## src/rtl/flappy_game_ctrl.sv

```systemverilog
// Flappy Bird game sequencer.
// Runs the IDLE -> CLEAR -> PLAY -> OVER flow and generates the pipe and
// bird movement ticks and the flap response. It also keeps a saturating
// 3-digit BCD score and the best score since reset.
// Every output comes straight from a flop, so downstream shifters see clean
// one-cycle pulses that line up with the state register.

module flappy_game_ctrl #(
  parameter int PIPE_DIV  = 176,
  parameter int BIRD_DIV  = 100,
  parameter int OVER_HOLD = 512
) (
  input  logic        clk,
  input  logic        reset,
  input  logic        flap,
  input  logic        point,
  input  logic        loser,
  output logic        run,
  output logic        game_over,
  output logic        clear_board,
  output logic        pipe_tick,
  output logic        bird_tick,
  output logic        bird_up,
  output logic [11:0] score,
  output logic [11:0] hi_score
);

  // Divider widths follow the parameter. They are kept at least one bit wide
  // so that a degenerate divide-by-1 still elaborates.
  localparam int PIPE_W = (PIPE_DIV > 1) ? $clog2(PIPE_DIV) : 1;
  localparam int BIRD_W = (BIRD_DIV > 1) ? $clog2(BIRD_DIV) : 1;
  localparam int HOLD_W = $clog2(OVER_HOLD) + 1;

  localparam logic [PIPE_W-1:0] PIPE_MAX = PIPE_W'(PIPE_DIV - 1);
  localparam logic [BIRD_W-1:0] BIRD_MAX = BIRD_W'(BIRD_DIV - 1);
  localparam logic [HOLD_W-1:0] HOLD_MAX = HOLD_W'(OVER_HOLD);
  localparam logic [11:0]       SCORE_MAX = 12'h999;

  typedef enum logic [1:0] {
    ST_IDLE  = 2'd0,
    ST_CLEAR = 2'd1,
    ST_PLAY  = 2'd2,
    ST_OVER  = 2'd3
  } state_t;

  state_t              state_r;
  state_t              state_nxt_s;
  logic [PIPE_W-1:0]   pipe_cnt_r;
  logic [PIPE_W-1:0]   pipe_cnt_nxt_s;
  logic [BIRD_W-1:0]   bird_cnt_r;
  logic [BIRD_W-1:0]   bird_cnt_nxt_s;
  logic [HOLD_W-1:0]   hold_cnt_r;
  logic [HOLD_W-1:0]   hold_cnt_nxt_s;
  logic [11:0]         score_r;
  logic [11:0]         score_nxt_s;
  logic [11:0]         hi_score_r;
  logic [11:0]         hi_score_nxt_s;
  logic                point_q_r;
  logic                pipe_tick_nxt_s;
  logic                bird_tick_nxt_s;
  logic                bird_up_nxt_s;
  logic                run_r;
  logic                game_over_r;
  logic                clear_board_r;
  logic                pipe_tick_r;
  logic                bird_tick_r;
  logic                bird_up_r;
  logic                point_rise_s;
  logic                pipe_wrap_s;
  logic                bird_wrap_s;
  logic                hold_done_s;

  // BCD increment with ripple carry from ones to hundreds. 999 holds.
  function automatic logic [11:0] bcd_inc(input logic [11:0] value);
    logic [3:0] d0;
    logic [3:0] d1;
    logic [3:0] d2;
    d0 = value[3:0];
    d1 = value[7:4];
    d2 = value[11:8];
    if (value == SCORE_MAX) begin
      d0 = value[3:0];
    end else if (d0 != 4'd9) begin
      d0 = d0 + 4'd1;
    end else begin
      d0 = 4'd0;
      if (d1 != 4'd9) begin
        d1 = d1 + 4'd1;
      end else begin
        d1 = 4'd0;
        d2 = d2 + 4'd1;
      end
    end
    return {d2, d1, d0};
  endfunction

  assign point_rise_s = point & ~point_q_r;
  assign pipe_wrap_s  = (pipe_cnt_r == PIPE_MAX);
  assign bird_wrap_s  = (bird_cnt_r == BIRD_MAX);
  assign hold_done_s  = (hold_cnt_r >= HOLD_MAX);

  // Next-state, counter and pulse decode for the game flow.
  always_comb begin
    state_nxt_s     = state_r;
    pipe_cnt_nxt_s  = pipe_cnt_r;
    bird_cnt_nxt_s  = bird_cnt_r;
    hold_cnt_nxt_s  = {HOLD_W{1'b0}};
    score_nxt_s     = score_r;
    hi_score_nxt_s  = hi_score_r;
    pipe_tick_nxt_s = 1'b0;
    bird_tick_nxt_s = 1'b0;
    bird_up_nxt_s   = 1'b0;

    case (state_r)
      ST_IDLE: begin
        if (flap) begin
          state_nxt_s = ST_CLEAR;
        end else begin
          state_nxt_s = ST_IDLE;
        end
      end

      ST_CLEAR: begin
        // The board is wiped in this cycle, so the flap input is not looked at.
        state_nxt_s    = ST_PLAY;
        score_nxt_s    = 12'h000;
        pipe_cnt_nxt_s = {PIPE_W{1'b0}};
        bird_cnt_nxt_s = {BIRD_W{1'b0}};
      end

      ST_PLAY: begin
        if (loser) begin
          // A collision overrides a point in the same cycle. The best score is
          // captured on the way out, while the score is final.
          state_nxt_s = ST_OVER;
          if (score_r > hi_score_r) begin
            hi_score_nxt_s = score_r;
          end else begin
            hi_score_nxt_s = hi_score_r;
          end
        end else begin
          state_nxt_s = ST_PLAY;
          if (point_rise_s) begin
            score_nxt_s = bcd_inc(score_r);
          end else begin
            score_nxt_s = score_r;
          end

          if (pipe_wrap_s) begin
            pipe_cnt_nxt_s  = {PIPE_W{1'b0}};
            pipe_tick_nxt_s = 1'b1;
          end else begin
            pipe_cnt_nxt_s  = pipe_cnt_r + PIPE_W'(1);
          end

          // A flap restarts the gravity period and wins over a wrap in the same cycle.
          if (flap) begin
            bird_cnt_nxt_s = {BIRD_W{1'b0}};
            bird_up_nxt_s  = 1'b1;
          end else if (bird_wrap_s) begin
            bird_cnt_nxt_s  = {BIRD_W{1'b0}};
            bird_tick_nxt_s = 1'b1;
          end else begin
            bird_cnt_nxt_s = bird_cnt_r + BIRD_W'(1);
          end
        end
      end

      ST_OVER: begin
        if (hold_done_s && flap) begin
          state_nxt_s = ST_CLEAR;
        end else if (hold_done_s) begin
          state_nxt_s    = ST_OVER;
          hold_cnt_nxt_s = hold_cnt_r;
        end else begin
          state_nxt_s    = ST_OVER;
          hold_cnt_nxt_s = hold_cnt_r + HOLD_W'(1);
        end
      end

      default: begin
        state_nxt_s = ST_IDLE;
      end
    endcase
  end

  // State, counters, score registers and registered outputs.
  always_ff @(posedge clk) begin
    if (reset) begin
      state_r       <= ST_IDLE;
      pipe_cnt_r    <= {PIPE_W{1'b0}};
      bird_cnt_r    <= {BIRD_W{1'b0}};
      hold_cnt_r    <= {HOLD_W{1'b0}};
      score_r       <= 12'h000;
      hi_score_r    <= 12'h000;
      point_q_r     <= 1'b0;
      run_r         <= 1'b0;
      game_over_r   <= 1'b0;
      clear_board_r <= 1'b0;
      pipe_tick_r   <= 1'b0;
      bird_tick_r   <= 1'b0;
      bird_up_r     <= 1'b0;
    end else begin
      state_r       <= state_nxt_s;
      pipe_cnt_r    <= pipe_cnt_nxt_s;
      bird_cnt_r    <= bird_cnt_nxt_s;
      hold_cnt_r    <= hold_cnt_nxt_s;
      score_r       <= score_nxt_s;
      hi_score_r    <= hi_score_nxt_s;
      point_q_r     <= point;
      run_r         <= (state_nxt_s == ST_PLAY);
      game_over_r   <= (state_nxt_s == ST_OVER);
      clear_board_r <= (state_nxt_s == ST_CLEAR);
      pipe_tick_r   <= pipe_tick_nxt_s;
      bird_tick_r   <= bird_tick_nxt_s;
      bird_up_r     <= bird_up_nxt_s;
    end
  end

  assign run         = run_r;
  assign game_over   = game_over_r;
  assign clear_board = clear_board_r;
  assign pipe_tick   = pipe_tick_r;
  assign bird_tick   = bird_tick_r;
  assign bird_up     = bird_up_r;
  assign score       = score_r;
  assign hi_score    = hi_score_r;

  flappy_game_ctrl_chk u_chk (
    .clk         (clk),
    .reset       (reset),
    .run         (run_r),
    .game_over   (game_over_r),
    .clear_board (clear_board_r),
    .pipe_tick   (pipe_tick_r),
    .bird_tick   (bird_tick_r),
    .bird_up     (bird_up_r),
    .score       (score_r),
    .hi_score    (hi_score_r)
  );

endmodule

// Output invariants of the sequencer: the phase flags are exclusive, the
// clear pulse lasts one cycle, motion only happens in play, and the score
// registers hold valid BCD.
module flappy_game_ctrl_chk (
  input logic        clk,
  input logic        reset,
  input logic        run,
  input logic        game_over,
  input logic        clear_board,
  input logic        pipe_tick,
  input logic        bird_tick,
  input logic        bird_up,
  input logic [11:0] score,
  input logic [11:0] hi_score
);

  a_phase_onehot0: assert property (@(posedge clk) disable iff (reset)
    $onehot0({run, game_over, clear_board}));

  a_clear_single: assert property (@(posedge clk) disable iff (reset)
    clear_board |=> !clear_board);

  a_motion_in_play: assert property (@(posedge clk) disable iff (reset)
    (pipe_tick || bird_tick || bird_up) |-> run);

  a_flap_beats_gravity: assert property (@(posedge clk) disable iff (reset)
    bird_up |-> !bird_tick);

  a_score_bcd: assert property (@(posedge clk) disable iff (reset)
    (score[3:0] <= 4'd9) && (score[7:4] <= 4'd9) && (score[11:8] <= 4'd9));

  a_hi_bcd: assert property (@(posedge clk) disable iff (reset)
    (hi_score[3:0] <= 4'd9) && (hi_score[7:4] <= 4'd9) && (hi_score[11:8] <= 4'd9));

endmodule

```

## config.mk

```make
export PLATFORM = sky130hd
export DESIGN_NAME = flappy_game_ctrl
export DESIGN_NICKNAME = d
export VERILOG_FILES = /design/src/rtl/flappy_game_ctrl.sv
export SDC_FILE = /design/constraint.sdc
export NUM_CORES = 1
export LEC_CHECK = 0
export ABC_AREA = 1
export CAP_MARGIN = 20
export CORE_MARGIN = 3
export CORE_UTILIZATION = 52
export CTS_BUF_LIST = sky130_fd_sc_hd__clkbuf_4
export DETAILED_ROUTE_END_ITERATION = 10
export GPL_TIMING_DRIVEN = 0
export PLACE_DENSITY = 0.85
export SYNTH_ARGS = -nofsm -noshare
export SYNTH_HDL_FRONTEND = slang
export SYNTH_SLANG_ARGS = --single-unit
```

## constraint.sdc

```tcl
create_clock -name clk -period 1.54 [get_ports clk]
set_clock_uncertainty 0.1 [all_clocks]
set_input_delay 0.231 -clock clk [delete_from_list [all_inputs] [get_ports clk]]
set_output_delay 0.231 -clock clk [all_outputs]
set_load 0.02 [all_outputs]
```

**Signal wires by layer**

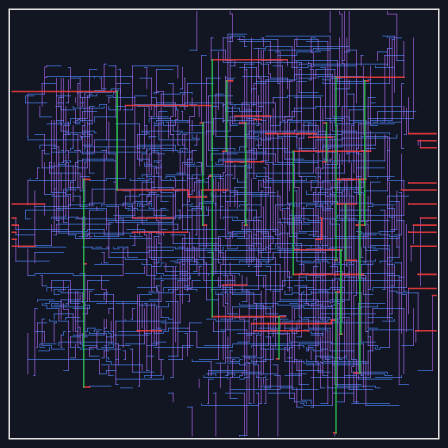
Key: red = M3 [wire length 328 um]; green = M4 [wire length 356 um]; purple = M2 [wire length 4420 um]; blue = M1 [wire length 3540 um]
total global routing track utilization: 23.6%
total number of vias: 3091
post-detailed-route wirelength per cell: 14.8 um
Detailed Route WL: 8640 um

**Selected gate families**

Scale bar: 20 um.
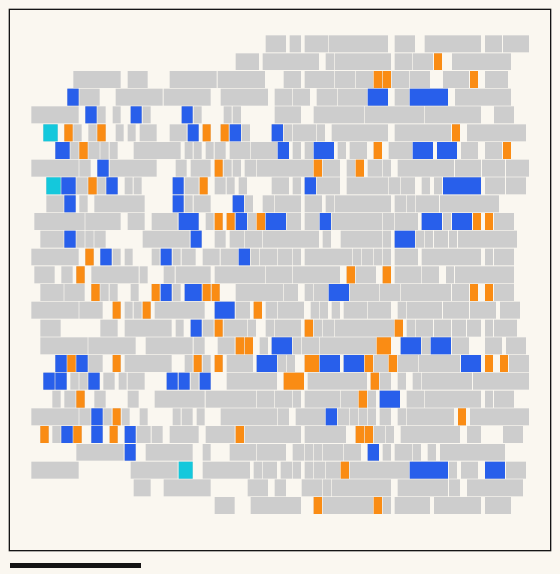
Key: cyan = and/or cells [cells 3, most used and2_1]; orange = inv cells [cells 65, most used inv_1]; blue = aoi and oai cells [cells 65, most used a21oi_1]
top logic cell by instance count in the layout: nand2_1
fraction of standard cell area in multi-input logic: 46.7%
Non-Filler Instances: 582

**Ports around the boundary**

Pins as bars across the die edge, other pins in gray.
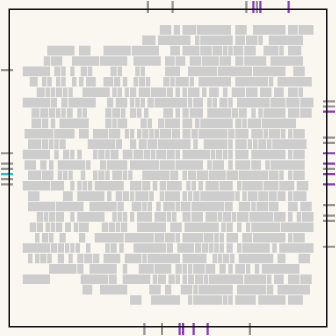
Key: cyan = reset [pins 1, direction input, edge left]; purple = score [pins 12, direction output, edge 5 right, 4 bottom, 3 top]
All pins by edge: 14 right, 7 left, 7 bottom, 7 top.
die width: 82.7 um
Die Ht: 82.7 um
Port-buffer cells: 34

**Sequential cells grouped by signal name**

Other sequential cells in the stronger gray, the rest of the logic in the fainter gray.
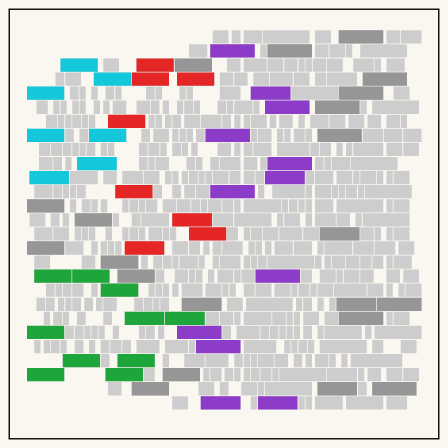
Key: cyan = bird_cnt_r [placed flops 7]; green = hold_cnt_r [placed flops 10, where bottom left]; purple = score [placed flops 12]; red = pipe_cnt_r [placed flops 8]
power attributed to sequential cells: 1.72 mW
final core occ: 79.3%
flip-flop and latch share of the layout cell area: 28.0%

**Clock wiring as the flow saved it**

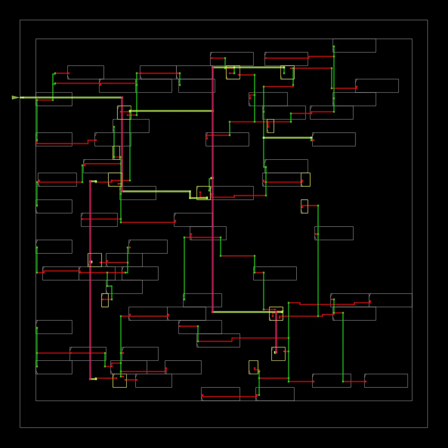
total of clock buffers placed in the layout: 9
TritonCTS sink count: 58

==> notes.md <==
Flow results.

- The per-instance average area after synthesis is 7.12 sq um.
- The area growth from synthesis to layout is 45.2%.
- The count of cells resized by post-cts repair is 61.
- The commonest register cell after synthesis is dfxtp_1.
- The number of buffers on the longest clock path is 2.
- The clock input transition at the sequential cells of the worst setup and hold paths is 0.10 ns.
- In this run the cell area of the synthesized design comes to 3060 sq um.
- The final period utilization is 121%.
- Per the run summary, max-cap violations total 0.
- According to the I/O placement log, the pin count is 35.
- The H-tree depth is 3.
- The launch point of the worst min-delay path is recorded as point.
- The core region is 5610 sq um.
- In the post-route analysis, the smallest setup slack over all paths is -0.316 ns.
- The root buffer selected by CTS is clkbuf_4.
- The maximum ir drop on the vdd rail is 0.00180 V.
- The post-layout total power is 5.74 mW.
- The met1 track demand over resource is 27.2%.
- The first-pass iteration count of the detailed router is 4.
- The combinational share of power is 54.8%.
- The fraction of final layout cells sized beyond drive strength 1 is 36.9%.
- After technology mapping, the gate count stands at 430.
- The total internal power is 3.37 mW.
- TritonRoute reported its final design rule violation total as 0.
- The cell depth of the worst min-delay path is 3.
- The transition time recorded at the tightest slew-check pin is 0.550 ns.
- The switching part of the total is 41.3%.
- The number of synthesized flops with an enable pin is 0.
- The post-synthesis cell count from yosys is 430.
- The number of buffers inserted to repair setup after CTS is 11.
- Entering global routing, the biggest net connects 11 pins.
- The core utilization at floorplan is 54.6%.
- The number of max-slew violations in the final report is 0.
- Nets still carrying antenna violations after routing amount to 0.
- The busiest metal layer after global routing is met2.
- After routing, the total negative slack on setup checks comes to -4.23 ns.
- The placed wire-length estimate after detailed placement is 5000 um.
- After clock tree synthesis, the flow added hold-fix buffers numbering 0.
- The total tool warning count is 34.
- The met2 layer usage reported by global route is 41.3%.
- The number of hold-slack violations in the final timing report is 0.
- The die area is 6840 sq um.
- The met3 global-route usage is 3.58%.
- The share of power burned in the clock network is 15.2%.
- The synthesis warning total is 0.
- The share of synthesized area occupied by flip-flops and latches is 37.9%.
- The number of clock buffers added by TritonCTS is 9.
- The count of inserted antenna diode cells is 0.
- The cell count after placement is 536.
- The report puts the cell count of the worst reg-to-reg path at 12.
- As reported, the later end of the worst-skew pair has a clock insertion delay of 0.42 ns.
- The final number of setup-violating endpoints is 24.
- The arrival time reported for the critical path endpoint is 2.06 ns.
- The area fraction of the largest cell type after synthesis is 37.9%.
- The startpoint of the worst register-to-register path is hi_score[9].
- The checks that failed: setup timing.
- The chip area line of the yosys report is 3060 sq um.
- The leakage power total is 1.85 nW.
- The endpoint type of the worst setup path is a flip-flop.
- The number of unique standard cell types used by synthesis is 33.
- The routed design could run at a clock period as short as 1.86 ns.
- The via count of the first global-routing pass is 2880.
- The number of nets in the synthesized netlist is 457.
- For this run, the top clock speed supported by timing is 0.539 GHz.
- The count of routing violations after the opening detailed-route iteration is 197.
- The first global-routing pass estimated 12500 um of wire.
- Global routing finished with a remaining overflow of 0.
- STA puts the critical path data required time at 1.75 ns.
- After synthesis, the share of flip-flops with an asynchronous set or reset is 0%.
- The number of antenna violations at the first check in global routing is 0.
- The cell type contributing the most total cell area after synthesis is dfxtp_1.
- The run finished, with violations left.
- The critical path in this run is classified as flip-flop to flip-flop.
- The analysis attributes to net switching a power of 2.37 mW.
- By area the synthesized netlist is led by dfxtp_1 38%, nand2_1 11%, ha_1 9.0%.
- The capture point of the worst register-to-register path is recorded as hi_score[10].
- Per the detail_route report, vias per standard cell equal 5.31.
- The relative slew slack is 63.3%.
- Per the gpl log, the routability congestion estimate is 0.869.
- TritonCTS built the clock tree.
- Setup repair after global routing could not meet its margin everywhere.
- At the end of the flow, the number of nets in the layout was 533.
- The floorplan has 27 rows.
- STA lists the maximum fanout along the critical path as 6.
- In the hold report, the worst path ends at point_q_r.
- The worst min-delay path category is input pin to flip-flop.
- The worst register-to-register path has a setup slack of -0.32 ns.
- Sequential cells account for 30.0% of the total power.
- The register bit total from synthesis is 58.
- The flow reported a cell area power density of 1290 nW/um^2.
- The worst setup path is launched from a flip-flop.
-- registers in the layout, indices dropped and copies added (netlist names) --
signal and count:
bird_up 1, hold_cnt_r 10, score 12, hi_score 12, clear_board 1, pipe_tick 1, pipe_cnt_r 8, game_over 1
state_r 2, bird_cnt_r 7, run 1, point_q_r 1, bird_tick 1
-- power by group through the flow --
stage	Sequential (mW)	Clock (mW)	Combinational, mW
floorplan	1.84	0	1.24
CTS	1.71	0.873	2.16
global route	1.73	0.945	3.33
finish	1.72	0.874	3.14
global placement	1.75	0	1.72
detailed placement	1.75	0	1.76
-- layout make-up --
class / count / area [sq um]
multi-input combinational: 298 / 2080
sequential: 58 / 1240
fill: 360 / 1160
timing repair buffer: 65 / 594
inverter: 65 / 254
buffer: 9 / 93.8
tap: 72 / 90.1
clock buffer: 9 / 67.6
clock inverter: 6 / 25.0
-- kinds of logic (layout without fill, tap and decap cells) --
family / Yosys count / count (layout) / share of synthesized area (%)
and+or+nand+nor: 199 / 199 / 28.7
buffers and inverters: 74 / 154 / 9.69
AOI/OAI and AO/OA: 69 / 69 / 12.4
DFF: 58 / 58 / 37.9
adders and majority gates: 22 / 22 / 8.99
xor gates and xnor gates: 8 / 8 / 2.29
-- per-stage QoR --
step	worst slack, ns	hold slack (ns)	area [sq um]	utilization, %
after detailed placement	-0.375	0.366	3710	66.1
after global placement	-0.352	0.354	3710	66.1
after floorplan	-0.0869	0.238	3280	-
after global routing	-0.445	0.280	4440	79.3
final	-0.316	0.280	4440	79.3
after CTS	-0.190	0.259	4000	71.3
-- Yosys cell counts, types with 3 or more instances --
cell type  instances
o21ai_0           14
nand2_4            3
inv_1             62
clkbuf_1           4
nand3_1           38
nand2_1           93
ha_1              22
nor3_1             8
xor2_1             6
o21a_1             3
dfxtp_1           58
buf_4              4
nor2_1            46
a21oi_1           42
-- worst max-delay path by stage --
stage	slack [ns]	endpoint	start	cells after the start
floorplan	-0.09	hi_score[4]	hi_score[9]	12
global placement	-0.35	bird_cnt_r[5]	loser	8
detailed placement	-0.38	pipe_cnt_r[4]	loser	8
CTS	-0.19	hi_score[10]	hi_score[9]	11
global route	-0.44	hi_score[11]	hi_score[11]	11
finish	-0.32	hi_score[10]	hi_score[9]	12
-- worst max-delay path, stage by stage (launching register included) --
cell and delay, ns:
dfxtp_4 0.37, inv_2 0.05, ha_4 0.28, nand2_2 0.07, nor2_4 0.14, nand2_2 0.10
inv_2 0.06, nand2_2 0.06, nand3_4 0.18, buf_8 0.16, nand3_2 0.07, nand2_1 0.07
nor2_1 0.06
-- layout by cell type (no fill, tap or decap), types with 10 or more instances in the layout --
cell type / instances
dfxtp_2: 14
dfxtp_4: 17
a21oi_1: 26
inv_2: 17
nand3_1: 24
clkbuf_4: 10
dfxtp_1: 27
dlygate4sd2_1: 24
nand2_2: 14
nand2_1: 77
inv_1: 45
buf_4: 25
nand3_2: 11
o21ai_0: 11
ha_4: 12
a21oi_2: 15
nor2_1: 35
-- per-layer routing --
| layer | vias up | routed length (um) |
|---|---|---|
| met1 | 1434 | 3540 |
| met2 | 82 | 4420 |
| met5 | - | 0 |
| li1 | 1542 | - |
| met3 | 33 | 327 |
| met4 | 0 | 356 |
Power and IR drop assume default switching activity.
